$ cat src/rtl/fetch_pkg.sv
// rtl/fetch_pkg.sv - shared types, constants and helpers for the multi-fetch stage
package fetch_pkg;
  localparam int          ENTRY_W          = 64;
  localparam logic [31:0] NOP_INSTR        = 32'h0000_0000;
  localparam logic [31:0] DEFAULT_RESET_PC = 32'hBFC0_0000;

  function automatic int clog2(input int value);
    int r;
    r = 0;
    while ((1 << r) < value) r++;
    return r;
  endfunction
endpackage

$ cat src/rtl/if_fetch_queue.sv
// rtl/if_fetch_queue.sv - circular fetch queue: multi-push, single pop, flush
module if_fetch_queue
  import fetch_pkg::*;
#(
  parameter int FETCH_WIDTH = 2,
  parameter int QUEUE_DEPTH = 8,
  localparam int PTR_W = clog2(QUEUE_DEPTH),
  localparam int CNT_W = PTR_W + 1
) (
  input  logic                           i_clk,
  input  logic                           i_rst_n,
  input  logic                           i_flush,
  input  logic                           i_pop,
  input  logic [CNT_W-1:0]               i_push_n,
  input  logic [FETCH_WIDTH*ENTRY_W-1:0] i_push_data,
  output logic [ENTRY_W-1:0]             o_head_data,
  output logic [CNT_W-1:0]               o_count
);

  logic [ENTRY_W-1:0] r_mem [QUEUE_DEPTH];
  logic [PTR_W-1:0]   r_head;
  logic [PTR_W-1:0]   r_tail;
  logic [CNT_W-1:0]   r_count;
  logic               w_pop;

  assign w_pop       = i_pop && !i_flush && (r_count != '0);
  assign o_head_data = r_mem[r_head];
  assign o_count     = r_count;

  // A flush empties the queue by moving head onto tail; new lanes land at tail in the same cycle.
  always_ff @(posedge i_clk or negedge i_rst_n) begin
    if (!i_rst_n) begin
      r_head  <= '0;
      r_tail  <= '0;
      r_count <= '0;
    end else begin
      r_head  <= i_flush ? r_tail : r_head + PTR_W'(w_pop);
      r_tail  <= r_tail + PTR_W'(i_push_n);
      r_count <= (i_flush ? '0 : r_count) - CNT_W'(w_pop) + i_push_n;
    end
  end

  always_ff @(posedge i_clk) begin
    for (int i = 0; i < FETCH_WIDTH; i++) begin
      if (CNT_W'(i) < i_push_n)
        r_mem[r_tail + PTR_W'(i)] <= i_push_data[i*ENTRY_W +: ENTRY_W];
    end
  end

endmodule

$ cat src/rtl/if_multi_fetch.sv
// rtl/if_multi_fetch.sv - multi-instruction fetch stage with fetch queue; IFQ_BYPASS_EN enables empty-queue bypass
module if_multi_fetch
  import fetch_pkg::*;
#(
  parameter int          FETCH_WIDTH = 2,
  parameter int          QUEUE_DEPTH = 8,
  parameter logic [31:0] RESET_PC    = DEFAULT_RESET_PC
) (
  input  logic                     CLK,
  input  logic                     RESET,
  input  logic                     STALL,
  input  logic                     Request_Alt_PC,
  input  logic [31:0]              Alt_PC,
  output logic [31:0]              Instr_address_2IM,
  input  logic [32*FETCH_WIDTH-1:0] Instr_fIM,
  output logic [31:0]              Instr1_OUT,
  output logic [31:0]              Instr_PC_OUT,
  output logic [31:0]              Instr_PC_Plus4,
  output logic                     Instr_Valid_OUT
);

  localparam int              CNT_W   = clog2(QUEUE_DEPTH) + 1;
  localparam logic [CNT_W-1:0] DEPTH_C = CNT_W'(QUEUE_DEPTH);
  localparam logic [CNT_W-1:0] FW_C    = CNT_W'(FETCH_WIDTH);

  logic [31:0]                    r_fetch_pc;
  logic [31:0]                    w_addr;
  logic [CNT_W-1:0]               w_count;
  logic [ENTRY_W-1:0]             w_head;
  logic                           w_push;
  logic                           w_pop;
  logic                           w_bypass;
  logic [CNT_W-1:0]               w_push_n;
  logic [FETCH_WIDTH*ENTRY_W-1:0] w_lanes;
  logic [FETCH_WIDTH*ENTRY_W-1:0] w_push_data;

  assign w_addr            = Request_Alt_PC ? Alt_PC : r_fetch_pc;
  assign Instr_address_2IM = w_addr;
  assign w_push            = Request_Alt_PC || ((DEPTH_C - w_count) >= FW_C);

`ifdef IFQ_BYPASS_EN
  // Redirect flushes the queue, so the redirect cycle counts as empty for bypass.
  assign w_bypass = w_push && !STALL && (Request_Alt_PC || (w_count == '0));
`else
  assign w_bypass = 1'b0;
`endif

  assign w_pop    = !STALL && !Request_Alt_PC && (w_count != '0) && !w_bypass;
  assign w_push_n = !w_push ? '0 : (w_bypass ? FW_C - CNT_W'(1) : FW_C);

  always_comb begin
    w_lanes     = '0;
    w_push_data = '0;
    for (int i = 0; i < FETCH_WIDTH; i++)
      w_lanes[i*ENTRY_W +: ENTRY_W] = {w_addr + 32'(4*i), Instr_fIM[32*i +: 32]};
    if (w_bypass) begin
      for (int i = 0; i < FETCH_WIDTH-1; i++)
        w_push_data[i*ENTRY_W +: ENTRY_W] = w_lanes[(i+1)*ENTRY_W +: ENTRY_W];
    end else begin
      w_push_data = w_lanes;
    end
  end

  if_fetch_queue #(
    .FETCH_WIDTH (FETCH_WIDTH),
    .QUEUE_DEPTH (QUEUE_DEPTH)
  ) u_queue (
    .i_clk       (CLK),
    .i_rst_n     (RESET),
    .i_flush     (Request_Alt_PC),
    .i_pop       (w_pop),
    .i_push_n    (w_push_n),
    .i_push_data (w_push_data),
    .o_head_data (w_head),
    .o_count     (w_count)
  );

  always_ff @(posedge CLK or negedge RESET) begin
    if (!RESET) begin
      r_fetch_pc      <= RESET_PC;
      Instr1_OUT      <= NOP_INSTR;
      Instr_PC_OUT    <= 32'h0;
      Instr_PC_Plus4  <= 32'h0;
      Instr_Valid_OUT <= 1'b0;
    end else begin
      if (w_push)
        r_fetch_pc <= w_addr + 32'(4*FETCH_WIDTH);
      if (!STALL) begin
        if (w_bypass) begin
          Instr1_OUT      <= w_lanes[31:0];
          Instr_PC_OUT    <= w_lanes[63:32];
          Instr_PC_Plus4  <= w_lanes[63:32] + 32'd4;
          Instr_Valid_OUT <= 1'b1;
        end else if (w_pop) begin
          Instr1_OUT      <= w_head[31:0];
          Instr_PC_OUT    <= w_head[63:32];
          Instr_PC_Plus4  <= w_head[63:32] + 32'd4;
          Instr_Valid_OUT <= 1'b1;
        end else begin
          Instr1_OUT      <= NOP_INSTR;
          Instr_PC_OUT    <= 32'h0;
          Instr_PC_Plus4  <= 32'h0;
          Instr_Valid_OUT <= 1'b0;
        end
      end
    end
  end

endmodule

$ cat config.mk
export PLATFORM = sky130hd
export DESIGN_NAME = if_multi_fetch
export DESIGN_NICKNAME = d
export VERILOG_FILES = /design/src/rtl/fetch_pkg.sv /design/src/rtl/if_fetch_queue.sv /design/src/rtl/if_multi_fetch.sv
export SDC_FILE = /design/constraint.sdc
export NUM_CORES = 1
export LEC_CHECK = 0
export ABC_AREA = 1
export CAP_MARGIN = 20
export CORE_UTILIZATION = 45
export CTS_CLUSTER_DIAMETER = 40
export CTS_CLUSTER_SIZE = 8
export DETAILED_ROUTE_END_ITERATION = 12
export DONT_BUFFER_PORTS = 1
export SLEW_MARGIN = 20
export SYNTH_ARGS = -nofsm -noshare
export SYNTH_HDL_FRONTEND = slang
export SYNTH_SLANG_ARGS = --single-unit
$ cat constraint.sdc
create_clock -name CLK -period 6.05 [get_ports CLK]
set_clock_uncertainty 0.1 [all_clocks]
set_input_delay 1.21 -clock CLK [delete_from_list [all_inputs] [get_ports CLK]]
set_output_delay 1.21 -clock CLK [all_outputs]
set_load 0.02 [all_outputs]
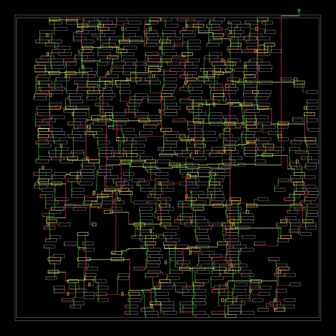
(run_1/clock_nets.png)
flip-flops: 640
Sink Count: 640
clk latency late pin: 0.66 ns
clock network power: 5.98 mW
number of clock buffers in the layout: 157

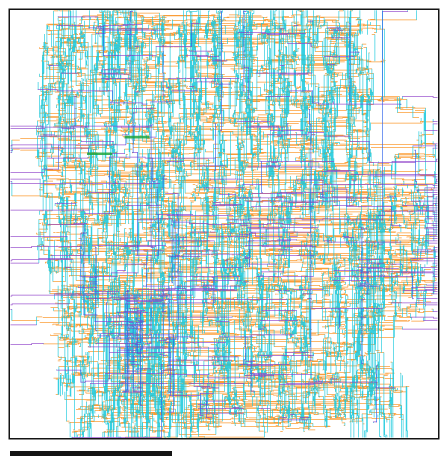
(run_1/layers.png)
Scale bar: 100 um.
green -> M5  # wire length 27.6 um
purple -> M3  # wire length 6,970 um
cyan -> M2  # wire length 40.7 mm
blue -> M4  # wire length 2,220 um
orange -> M1  # wire length 37.8 mm

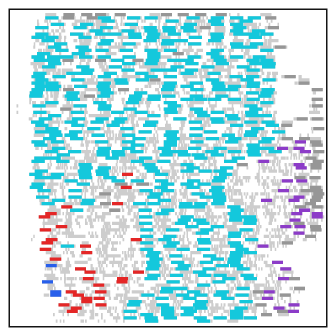
(run_1/ff_map.png)
purple -> Instr_PC_Plus4  # sequential cells 30
blue -> u_queue.o_count  # sequential cells 4, where bottom left
red -> r_fetch_pc  # sequential cells 32, where bottom left
cyan -> u_queue.r_mem  # sequential cells 504, where spread over the die

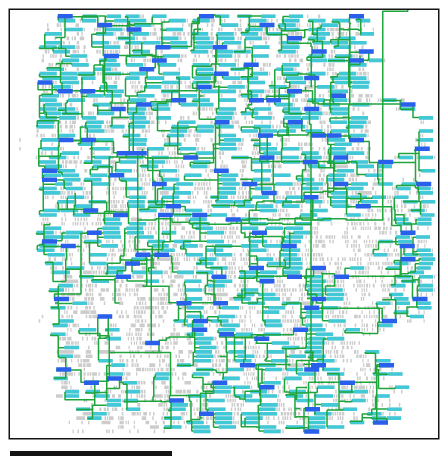
(run_1/clock_wires.png)
Scale bar: 100 um.
blue -> clock-net drivers  # count 111
cyan -> flip-flops  # count 640
green -> clock wires  # length 8,790 um
routed clock nets = 112
flops lie = spread over the die

==> flow_summary.yaml, run 1 <==
# flow metrics
logic_synthesis:
  mux_share_pct: 0
  edf_count: 504
  top_cells_by_count: "nand2_1, edfxtp_1, o21ai_0, inv_1, nor2_1"
  synth_area_um2: 30800
  top_area_share_pct: 49.1
  yosys_area_um2: 30800
  syn_avg_cell_area_um2: 9.25
  top_cell: "nand2_1"
global_routing:
  grt_remaining_overflow: 0
  grt_use_total_pct: 25.2
  first_global_vias: 22582
  grt_max_degree: 155
  antenna_found_initial: 7
power_and_ir_drop:
  sequentialPowerShare_pct: 40.8
  power.density_nw_per_um2: 570
  switchingPower_mw: 7.55
  p_comb_share_pct: 29.3
floorplanning:
  tap_cells: 873
  floorplan.core_util_pct: 45.7
  core_area_um2: 67400
worst_setup_path:
  endpoint: "Instr_address_2IM[31]"
  path_cells: "clkinv_2, or2_2, o21ai_1, inv_1"
  crit_path_max_incr_delay_ns: 0.38
cells_and_area:
  fillCellCount: 5998
  drive_gt1_share_pct: 8.45
  regMostFlops: "u_queue.r_mem"
  num_antenna_cells: 4
  final-clk-cell-share_pct: 10.3
sta:
  max_freq_mhz: 258
  setup_viol: 0
detailed_routing:
  drt_pass1_iterations: 6
  drc_errors: 0
  wl_met2_mm: 40.7
  routed_wl_mm: 87.7
clock_network:
  cts_hold_buf: 0
run_status:
  run_status: "finished clean"
placed_design:
  port_buffers: 0
run:
  drv_cap: 0
min_path:
  worstHoldPathType: "input pin to async pin"
==> run_1/pinout.png <==
Pins as bars across the die edge, other pins in gray.
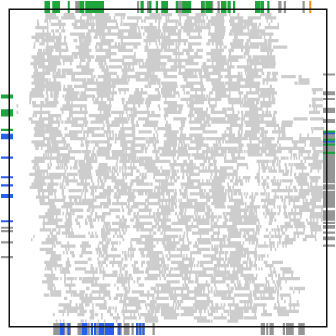

==> run 1 -> run 2 <==
==> constraint.sdc (replaced) <==
create_clock -name CLK -period 3.5 [get_ports CLK]
set_clock_uncertainty 0.1 [all_clocks]
set_input_delay 0.7 -clock CLK [delete_from_list [all_inputs] [get_ports CLK]]
set_output_delay 0.7 -clock CLK [all_outputs]
set_load 0.02 [all_outputs]
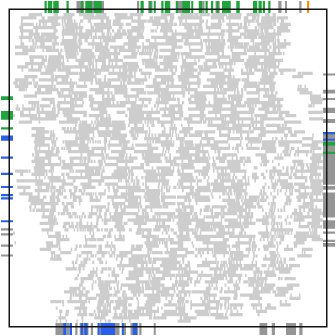
(run_2/pinout.png)
Pins as bars across the die edge, other pins in gray.
blue -> Instr_address_2IM  # pins 32, direction output, edge 21 bottom, 9 left, 2 right
orange -> RESET  # pins 1, direction input, edge top
green -> Instr_fIM  # pins 64, direction input, edge 53 top, 8 left, 3 right

==> run 2 against run 1 <==
The flow now finishes with violations (hold timing). Sequential share of layout area shrank 1.1 points. Via count rose by 2.2%. Synthesized cell count did not move. Non-clock buffer count up 80. Global-route usage is 1.1 points higher. Worst setup slack got worse by 1.8 ns. Highest routed layer unchanged.
==> flow_summary.yaml, run 2 <==
# flow metrics
cells_and_area:
  seq_cells: 640
  fillCellCount: 5936
  num_antenna_cells: 3
  drive_gt1_share_pct: 9.36
  final-clk-cell-share_pct: 9.76
floorplanning:
  core_area_um2: 67400
  tap_cells: 873
detailed_routing:
  drt_pass1_iterations: 6
  wl_met2_mm: 43.3
  routed_wl_mm: 91.6
logic_synthesis:
  edf_count: 504
  top_area_share_pct: 49.1
  top_cell: "nand2_1"
  synth_area_um2: 30800
  yosys_area_um2: 30800
  top_cells_by_count: "nand2_1, edfxtp_1, o21ai_0, inv_1, nor2_1"
clock_network:
  cts_sinks: 640
  cts_hold_buf: 32
  clk_latency_ns: 0.67
placed_design:
  port_buffers: 0
run_status:
  run_status: "finished with violations"
  violations: "hold timing"
power_and_ir_drop:
  p_clk_mw: 10.0
  p_comb_share_pct: 31.2
  sequentialPowerShare_pct: 40.0
  power.density_nw_per_um2: 975
global_routing:
  antenna_found_initial: 6
  grt_remaining_overflow: 0
  first_global_vias: 23124
  grt_max_degree: 176
worst_setup_path:
  crit_path_max_incr_delay_ns: 0.58
  endpoint: "Instr_PC_Plus4[31]"
  path_cells: "inv_6, buf_12, buf_4, nand2_1, nand3_1, nand2_1, nand2_1, nand2_1, nand2_1, nor2_1, nand3_1, nor2_1, nand2_1, nand2_1, nand3_1"
sta:
  whs_ns: -0.371
  final_hold_viol_count: 136
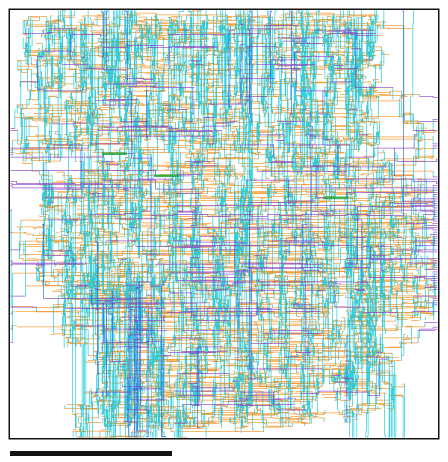
(run_2/layers.png)
Scale bar: 100 um.
green -> M5  # wire length 41.4 um
cyan -> M2  # wire length 43.3 mm
blue -> M4  # wire length 2,810 um
orange -> M1  # wire length 38.6 mm
purple -> M3  # wire length 6,760 um

No activity file was given, so power comes from the tool's default toggle rates.
